clock_nets.png
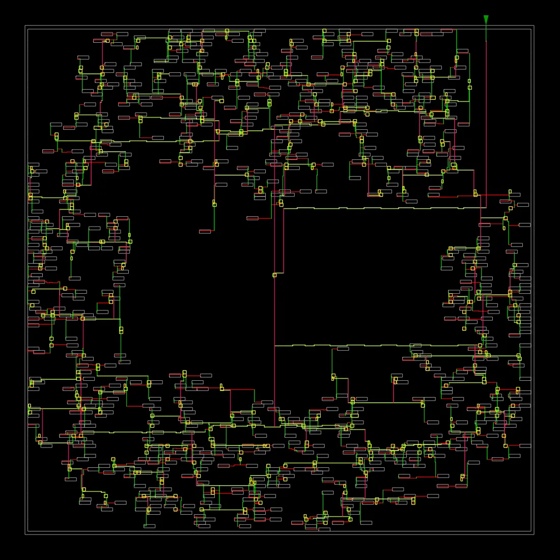
floorplan.png
The bar under the picture is 100 um long. Pins as bars on the die edge.
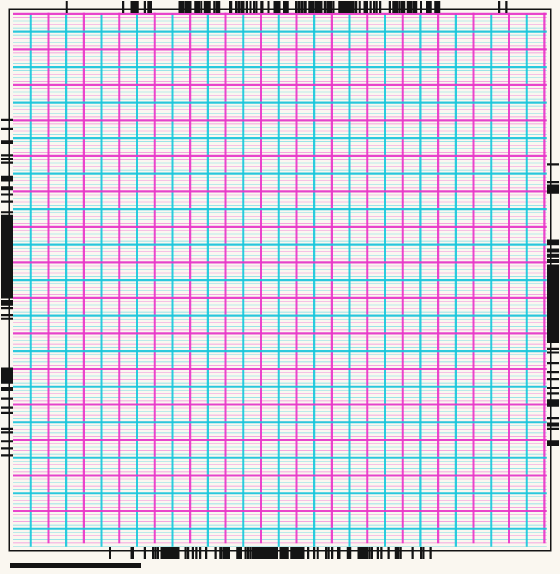
layers.png
The bar under the picture is 100 um long. Only two layers are drawn.
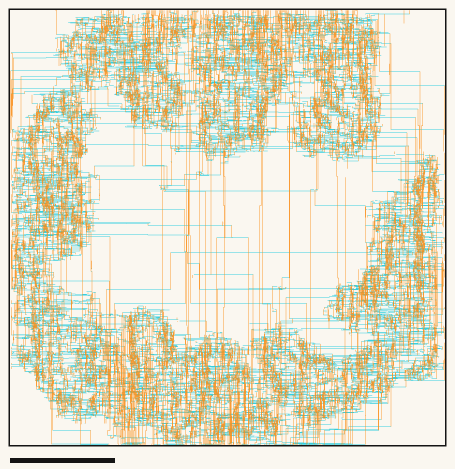
m2.png
The bar under the picture is 100 um long.
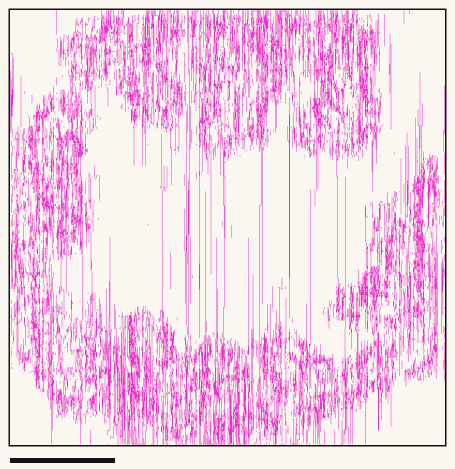
==> src/rtl/multiple_accum_dump.sv <==
// Per-channel integrate-and-dump: sums a programmable number of samples per channel,
// then rounds, shifts and saturates each frame sum into a one-cycle result pulse.
module multiple_accum_dump #(
  parameter int unsigned DATA_WIDTH = 16,
  parameter int unsigned NUM_INOUT  = 8,
  parameter int unsigned IS_SIGNED  = 1,
  parameter int unsigned ACC_LEN_W  = 8,
  parameter int unsigned SHIFT      = 8,
  parameter int unsigned OUT_WIDTH  = 16
) (
  input  logic                                     i_clk,
  input  logic                                     i_rst_n,
  input  logic                                     i_ena,
  input  logic                                     i_clear,
  input  logic [ACC_LEN_W-1:0]                     i_len,
  input  logic                                     i_valid,
  input  logic [NUM_INOUT-1:0][2*DATA_WIDTH-1:0]   i_data,
  output logic                                     o_valid,
  output logic [NUM_INOUT-1:0][OUT_WIDTH-1:0]      o_data,
  output logic                                     o_sat,
  output logic                                     o_busy
);

  localparam int unsigned IN_W  = 2 * DATA_WIDTH;
  localparam int unsigned ACC_W = IN_W + ACC_LEN_W;
  // Two guard bits: one for the rounding add, one so unsigned sums stay positive when treated as signed.
  localparam int unsigned EXT_W = ACC_W + 2;

  localparam logic signed [EXT_W-1:0] RND_C = (EXT_W'(1) << SHIFT) >> 1;
  localparam logic signed [EXT_W-1:0] MAX_C = (IS_SIGNED != 0)
                                              ? (EXT_W'(1) << (OUT_WIDTH - 1)) - EXT_W'(1)
                                              : (EXT_W'(1) << OUT_WIDTH) - EXT_W'(1);
  localparam logic signed [EXT_W-1:0] MIN_C = (IS_SIGNED != 0)
                                              ? -(EXT_W'(1) << (OUT_WIDTH - 1))
                                              : EXT_W'(0);

  logic [ACC_LEN_W-1:0]                   cnt_q, cnt_d;
  logic [ACC_LEN_W-1:0]                   len_q, len_d;
  logic [NUM_INOUT-1:0][ACC_W-1:0]        acc_q, acc_d;
  logic [NUM_INOUT-1:0][ACC_W-1:0]        dump_q, dump_d;
  logic                                   dump_valid_q, dump_valid_d;
  logic                                   valid_q, valid_d;
  logic [NUM_INOUT-1:0][OUT_WIDTH-1:0]    data_q, data_d;
  logic                                   sat_q, sat_d;
  logic                                   busy_q, busy_d;

  logic [NUM_INOUT-1:0][ACC_W-1:0]        in_ext;
  logic [NUM_INOUT-1:0][ACC_W-1:0]        sum;
  logic [NUM_INOUT-1:0][EXT_W-1:0]        ext_v;
  logic [NUM_INOUT-1:0][EXT_W-1:0]        shr;
  logic [NUM_INOUT-1:0][OUT_WIDTH-1:0]    rnd_out;
  logic                                   clamp_any;
  logic                                   first;
  logic                                   last;
  logic [ACC_LEN_W-1:0]                   len_eff;

  // Dump stage: round, shift and clamp every channel of the pending frame sum.
  always_comb begin
    clamp_any = 1'b0;
    ext_v     = '0;
    shr       = '0;
    rnd_out   = '0;
    for (int unsigned c = 0; c < NUM_INOUT; c++) begin
      ext_v[c] = (IS_SIGNED != 0) ? {{2{dump_q[c][ACC_W-1]}}, dump_q[c]}
                                  : {2'b00, dump_q[c]};
      shr[c]   = $signed(ext_v[c] + RND_C) >>> SHIFT;
      if ($signed(shr[c]) > MAX_C) begin
        rnd_out[c] = MAX_C[OUT_WIDTH-1:0];
        clamp_any  = 1'b1;
      end else if ($signed(shr[c]) < MIN_C) begin
        rnd_out[c] = MIN_C[OUT_WIDTH-1:0];
        clamp_any  = 1'b1;
      end else begin
        rnd_out[c] = shr[c][OUT_WIDTH-1:0];
      end
    end
  end

  // Accumulate stage and output register next-state.
  always_comb begin
    cnt_d        = cnt_q;
    len_d        = len_q;
    acc_d        = acc_q;
    dump_d       = dump_q;
    dump_valid_d = 1'b0;
    valid_d      = 1'b0;
    data_d       = data_q;
    sat_d        = sat_q;
    in_ext       = '0;
    sum          = '0;

    first   = (cnt_q == ACC_LEN_W'(0));
    len_eff = first ? ((i_len == ACC_LEN_W'(0)) ? ACC_LEN_W'(1) : i_len) : len_q;
    last    = (cnt_q == len_eff - ACC_LEN_W'(1));

    for (int unsigned c = 0; c < NUM_INOUT; c++) begin
      in_ext[c] = (IS_SIGNED != 0) ? {{ACC_LEN_W{i_data[c][IN_W-1]}}, i_data[c]}
                                   : {ACC_LEN_W'(0), i_data[c]};
      sum[c]    = (first ? ACC_W'(0) : acc_q[c]) + in_ext[c];
    end

    if (i_clear) begin
      cnt_d = '0;
      acc_d = '0;
    end else begin
      valid_d = dump_valid_q;
      if (dump_valid_q) begin
        data_d = rnd_out;
        sat_d  = clamp_any;
      end
      if (i_valid) begin
        if (first) begin
          len_d = len_eff;
        end
        if (last) begin
          dump_d       = sum;
          dump_valid_d = 1'b1;
          cnt_d        = '0;
          acc_d        = '0;
        end else begin
          acc_d = sum;
          cnt_d = cnt_q + ACC_LEN_W'(1);
        end
      end
    end

    busy_d = (cnt_d != ACC_LEN_W'(0));
  end

  always_ff @(posedge i_clk or negedge i_rst_n) begin
    if (!i_rst_n) begin
      cnt_q        <= '0;
      len_q        <= '0;
      acc_q        <= '0;
      dump_q       <= '0;
      dump_valid_q <= 1'b0;
      valid_q      <= 1'b0;
      data_q       <= '0;
      sat_q        <= 1'b0;
      busy_q       <= 1'b0;
    end else if (i_ena) begin
      cnt_q        <= cnt_d;
      len_q        <= len_d;
      acc_q        <= acc_d;
      dump_q       <= dump_d;
      dump_valid_q <= dump_valid_d;
      valid_q      <= valid_d;
      data_q       <= data_d;
      sat_q        <= sat_d;
      busy_q       <= busy_d;
    end
  end

  assign o_valid = valid_q;
  assign o_data  = data_q;
  assign o_sat   = sat_q;
  assign o_busy  = busy_q;

endmodule

==> config.mk <==
export PLATFORM = sky130hd
export DESIGN_NAME = multiple_accum_dump
export DESIGN_NICKNAME = d
export VERILOG_FILES = /design/src/rtl/multiple_accum_dump.sv
export SDC_FILE = /design/constraint.sdc
export NUM_CORES = 2
export LEC_CHECK = 0
export ABC_CLOCK_PERIOD_IN_PS = 14810
export CAP_MARGIN = 15
export CORE_MARGIN = 2
export CORE_UTILIZATION = 30
export CTS_BUF_LIST = sky130_fd_sc_hd__clkbuf_4
export DETAILED_ROUTE_END_ITERATION = 7
export DONT_BUFFER_PORTS = 1
export MAX_ROUTING_LAYER = met4
export SETUP_SLACK_MARGIN = 0.3
export SYNTH_ARGS = -nofsm -noshare
export SYNTH_HDL_FRONTEND = slang
export SYNTH_SLANG_ARGS = --single-unit
==> constraint.sdc <==
create_clock -name i_clk -period 14.81 [get_ports i_clk]
set_clock_uncertainty 0.2 [all_clocks]
set_input_delay 4.443 -clock i_clk [delete_from_list [all_inputs] [get_ports i_clk]]
set_output_delay 4.443 -clock i_clk [all_outputs]
set_load 0.02 [all_outputs]
==> CHANGELOG.md <==
### Changed

- Hold crit path type: register to register
- HP Start: acc_q[202]
- # Max-Cap Violations: 0
- R2R cell count: 20
- Nets@finish: 6,244
- RSZ-0062 raised after global routing: no
- Critical path peak fanout: 4
- Ys flops: 732
- # rows: 150
- Dominant register cell: dfrtp_1
- Die Y: 414 um
- Outcome: completed
- Final RePlAce weighted congestion: 0.892
- Critical path class: input pin to register
- Setup crit end kind: register
- Largest net degree at the start of global routing: 733
- Logic area: 30,800 um2
- Post-synthesis cell area: 50,400 um2
- Pre-Place Util: 0.302
- Total grt overflow: 0
- Fin cells: 8,042
- Tool Warnings: 44
- Largest buffer count on any clock path: 3
- Hold path cells: 2
- Slew margin rel.: 0.239
- Highest-count logic cell in the final layout: dfrtp_1
- Critical Path Source: i_data[32]
- Async SR Flop Fraction: 1.00
- CTS tree: yes
- Crit path to: acc_q[76]
- Reg2Reg Launch Point: cnt_q[0]
- Detail Placement HPWL: 104,000 um
- Antenna violations before repair: 11
- Final period utilization: 0.504
- First drt pass iteration count: 6
- Max Freq: 134 MHz
- Placed Instances: 7,624
- Max Slew Vio Count: 0
- Gate Count Post-Synth: 5,636
- Maximum vdd drop: 0.0767 mV
- All-Layer GR Usage: 0.176
- Post-synth EDFFs: 0
- Yosys stat chip area: 50,400 um2
- Slew at the pin with the worst max-slew slack: 1.14 ns
- Die area: 171,000 um2
- First-pass GRT wire length: 235,000 um
- Final Hold Viols: 0
- Syn Area/Cell: 8.93 um2
- DR WL/cell: 18.6 um
- 1st-iter DRT viols: 2,768
- DRC errors left: 0
- Leakage: 25.6 nW
- Fin util: 0.332
- Share of layout cells above drive strength 1: 0.0921
- Fin Setup TNS: 0 ns
- Depth of the CTS H-tree: 4
- Core area: 167,000 um2
- # resized after CTS: 0
- R2R Path End: dump_q[198]
- Vias in the first global route: 41,600
- Yosys warning tally: 0
- Busiest grt layer: met2
- Post-CTS Hold Fix Bufs: 0
- Data required, critical path: 15.67 ns
-- clock_nets.png (at the start) --
clock sink count: 732
clk latency late pin: 1.30 ns
P_clk: 0.00199 W

-- floorplan.png (at the start) --
| net | colour |
|---|---|
| VSS | cyan |
| VDD | magenta |
signal pins: 400
met4 straps: 30
met5 straps: 30

-- layers.png (at the start) --
| layer | colour | wire length |
|---|---|---|
| M1 | cyan | 66.6 mm |
| M2 | orange | 71.4 mm |

-- m2.png (at the start) --
main direction: vertical
share of all routed wire: 48%
wire length on this layer: 71.4 mm
nets with wire on the layer: 5,228
longest straight run: 228 um
via count: 42,500
met2 usage: 0.285
final wirelength: 149,000 um

==> layer usage <==
layer  vias to the layer above  wire, um
met5                         -         0
met4                         0      3340
met3                       228      8180
met2                       986     71400
met1                     20700     66600
li1                      20600         -
==> kinds of logic after synthesis <==
logic type,share of synthesized area
AOI/OAI and AO/OA,0.216
xor gates and xnor gates,0.0774
buffers and inverters,0.0268
and+or+nand+nor,0.197
muxes,0.0359
DFF,0.364
adders and majority gates,0.0834
==> flip-flops by register name (all words and copies together), names as in the netlist <==
register      cells
acc_q           320
dump_q          264
o_data          128
cnt_q             8
len_q             8
dump_valid_q      1
o_busy            1
o_sat             1
o_valid           1
==> cells in the mapped netlist, types with 12 or more instances <==
master | count | share of area
and3_1 | 48 | 0.0060
nand4_1 | 97 | 0.012
o21bai_1 | 47 | 0.0070
or4_1 | 14 | 0.0021
o211ai_1 | 98 | 0.015
mux2_2 | 112 | 0.025
o21ai_0 | 346 | 0.034
nor3_1 | 79 | 0.0079
ha_1 | 323 | 0.080
a22o_1 | 225 | 0.039
xnor2_1 | 254 | 0.044
xor2_1 | 191 | 0.033
nor4_1 | 23 | 0.0029
dfrtp_1 | 732 | 0.36
clkbuf_1 | 201 | 0.015
nor2_1 | 326 | 0.024
nand2_1 | 690 | 0.051
o21ai_1 | 54 | 0.0054
nand3b_1 | 12 | 0.0018
a31oi_1 | 57 | 0.0071
inv_1 | 99 | 0.0074
a211oi_1 | 43 | 0.0064
nor2b_1 | 41 | 0.0051
and2_1 | 343 | 0.043
a21oi_1 | 291 | 0.029
or3_1 | 24 | 0.0030
o21a_1 | 122 | 0.018
mux2_1 | 28 | 0.0063
nand2b_1 | 48 | 0.0060
nand3_1 | 163 | 0.016
o31ai_1 | 25 | 0.0037
mux2i_1 | 23 | 0.0046
a21o_1 | 168 | 0.025
buf_2 | 39 | 0.0039
o22ai_1 | 16 | 0.0020
and4_1 | 34 | 0.0059
or2_2 | 13 | 0.0016
a41oi_1 | 13 | 0.0023
==> critical path, stage by stage <==
cell	delay (ns)
ha_1	0.22
fa_1	0.44
a211o_1	0.31
a2111oi_1	0.61
o32ai_1	0.21
o21a_1	0.21
o21a_1	0.21
a21o_1	0.25
a2111oi_4	0.50
o31a_1	0.27
o21bai_1	0.10
a21oi_1	0.21
xor2_1	0.24
o21ai_1	0.09
==> cell type report <==
cell class | instances | area share
Inverter | 99 | 0.00671
Antenna cell | 18 | 0.000813
Clock inverter | 80 | 0.00712
Multi-Input combinational cell | 4558 | 0.555
Tap cell | 2204 | 0.0498
Timing Repair Buffer | 35 | 0.00664
Sequential cell | 732 | 0.331
Clock buffer | 316 | 0.0428
==> power breakdown <==
part	switching (W)	internal, W	total [W]	leakage [nW]
registers	0.000195	0.00218	0.00238	9.92
clock network	0.00100	0.000988	0.00199	1.65
logic	0.000728	0.000499	0.00123	14.1
total	0.00192	0.00367	0.00560	25.6
==> stage by stage <==
step	cell area [um2]	worst slack, ns
after detailed placement	52500	6.13
after CTS	55200	7.55
after global routing	55400	7.28
after global placement	52500	6.14
final	55400	7.35
after floorplan	50400	6.79
No activity file was given, so power comes from the tool's default toggle rates.
